==> config.mk <==
export PLATFORM = sky130hd
export DESIGN_NAME = mem_scan_ctrl
export DESIGN_NICKNAME = d
export VERILOG_FILES = /design/src/rtl/mem_scan_ctrl.sv
export SDC_FILE = /design/constraint.sdc
export NUM_CORES = 1
export LEC_CHECK = 0
export CORE_MARGIN = 10
export CORE_UTILIZATION = 41
export CTS_CLUSTER_SIZE = 25
export DETAILED_ROUTE_END_ITERATION = 12
export GPL_TIMING_DRIVEN = 1
export PLACE_DENSITY = 0.71
export RECOVER_POWER = 50
export SKIP_LAST_GASP = 1
export SYNTH_ARGS = -nofsm -noshare
export SYNTH_HDL_FRONTEND = slang
export SYNTH_SLANG_ARGS = --single-unit
==> constraint.sdc <==
create_clock -name clk -period 1.8 [get_ports clk]
set_input_delay 0.27 -clock clk [delete_from_list [all_inputs] [get_ports clk]]
set_output_delay 0.27 -clock clk [all_outputs]
set_load 0.1 [all_outputs]
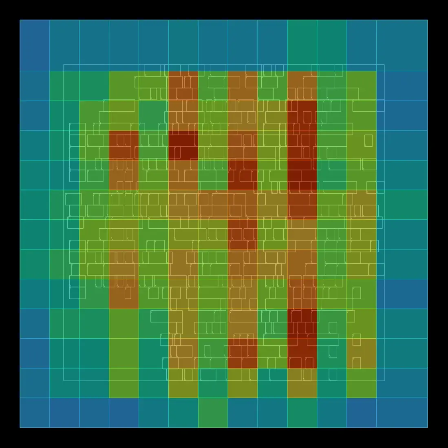
(images/final_congestion.png)
GR Layer Usage met2: 0.221
final core utilization: 0.543
Most Crowded Layer GR: met2

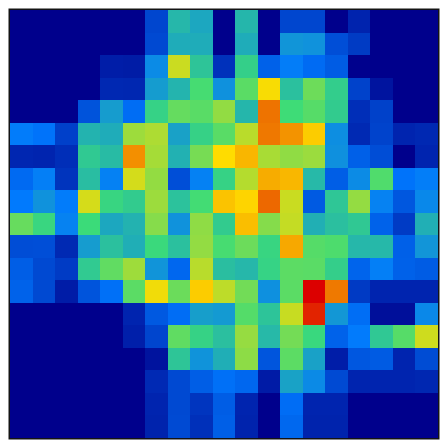
(images/wire_density.png)
The die is cut into 19 by 19 equal tiles; dark blue is low, red is high, scaled to the fullest tile. Values are wire area over tile area, all layers added.
densest ninth of the die: centre
fullest tile: 0.37
emptiest ninth of the die: lower left
mean over tiles: 0.10
nearly empty tiles: 24%
Via Count: 2083
drt wl/cell: 14.0 microns

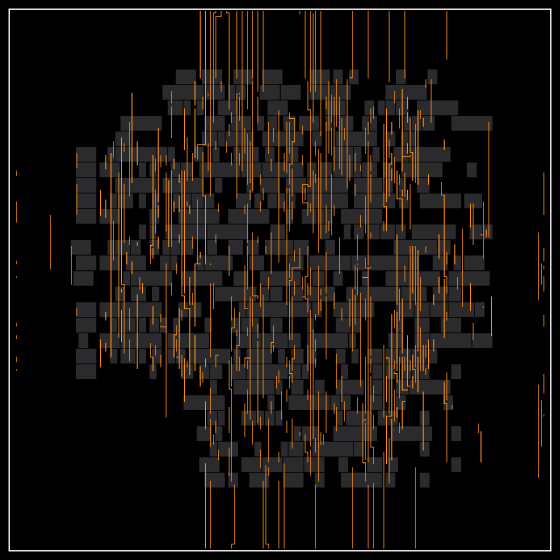
(images/met2.png)
Cells faint in the background.
nets with wire on the layer: 294
share of all routed wire: 49%
Routed WL: 5830 microns

==> flow_metrics.env <==
# implementation run metrics
export IMPL_compound_area_frac=0.193
export IMPL_cts_root_buffer_cell="clkbuf_8"
export IMPL_ant_nets=0
export IMPL_floorplan_nets=322
export IMPL_synth_cells=282
export IMPL_outcome="finished, final reports clean"
export IMPL_critical_path_endpoint_type="register"
export IMPL_grt_pass1_vias=1974
export IMPL_clk_path_buf_depth=2
export IMPL_ys_cells=282
export IMPL_dp_slack_ns=-0.0669
export IMPL_lay_top_cells="nand2_1, dfxtp_1, clkdlybuf4s50_1"
export IMPL_grt_pass1_wl_microns=9180
export IMPL_fp_util=0.418
export IMPL_critPathBufInv=2
export IMPL_layout_drive_gt1_share=0.177
export IMPL_cts_setup_buffers=0
export IMPL_io_buffers=66
export IMPL_critical_path_cell_count=6
export IMPL_rsz0062_at_grt="false"
export IMPL_syn_to_final_growth_pct=30.0
export IMPL_intPower_mw=2.12
export IMPL_numCtsBuffers=5
per-stage QoR:
stage / power [mW] / cell area, sq um / setup TNS (ns)
finish: 4.26 / 2970 / 0
detailed placement: 3.80 / 3090 / -0.203
CTS: 4.42 / 3170 / 0
global placement: 3.77 / 3090 / -0.0416
floorplan: 3.17 / 2290 / -0.0724
global route: 4.52 / 2970 / 0
layer usage:
layer / routed length, microns / share of wire
met5: 0 / 0
met2: 2850 / 0.49
met3: 265 / 0.045
met4: 63 / 0.011
met1: 2650 / 0.45
cell type report:
cell class	instances	area, sq um
fill	560	2500
multi-input combinational	203	1190
sequential	47	943
timing repair buffer	82	647
tap	72	90.1
clock buffer	7	76.3
inverter	5	18.8
clock inverter	1	5.00
Power and IR drop assume default switching activity.
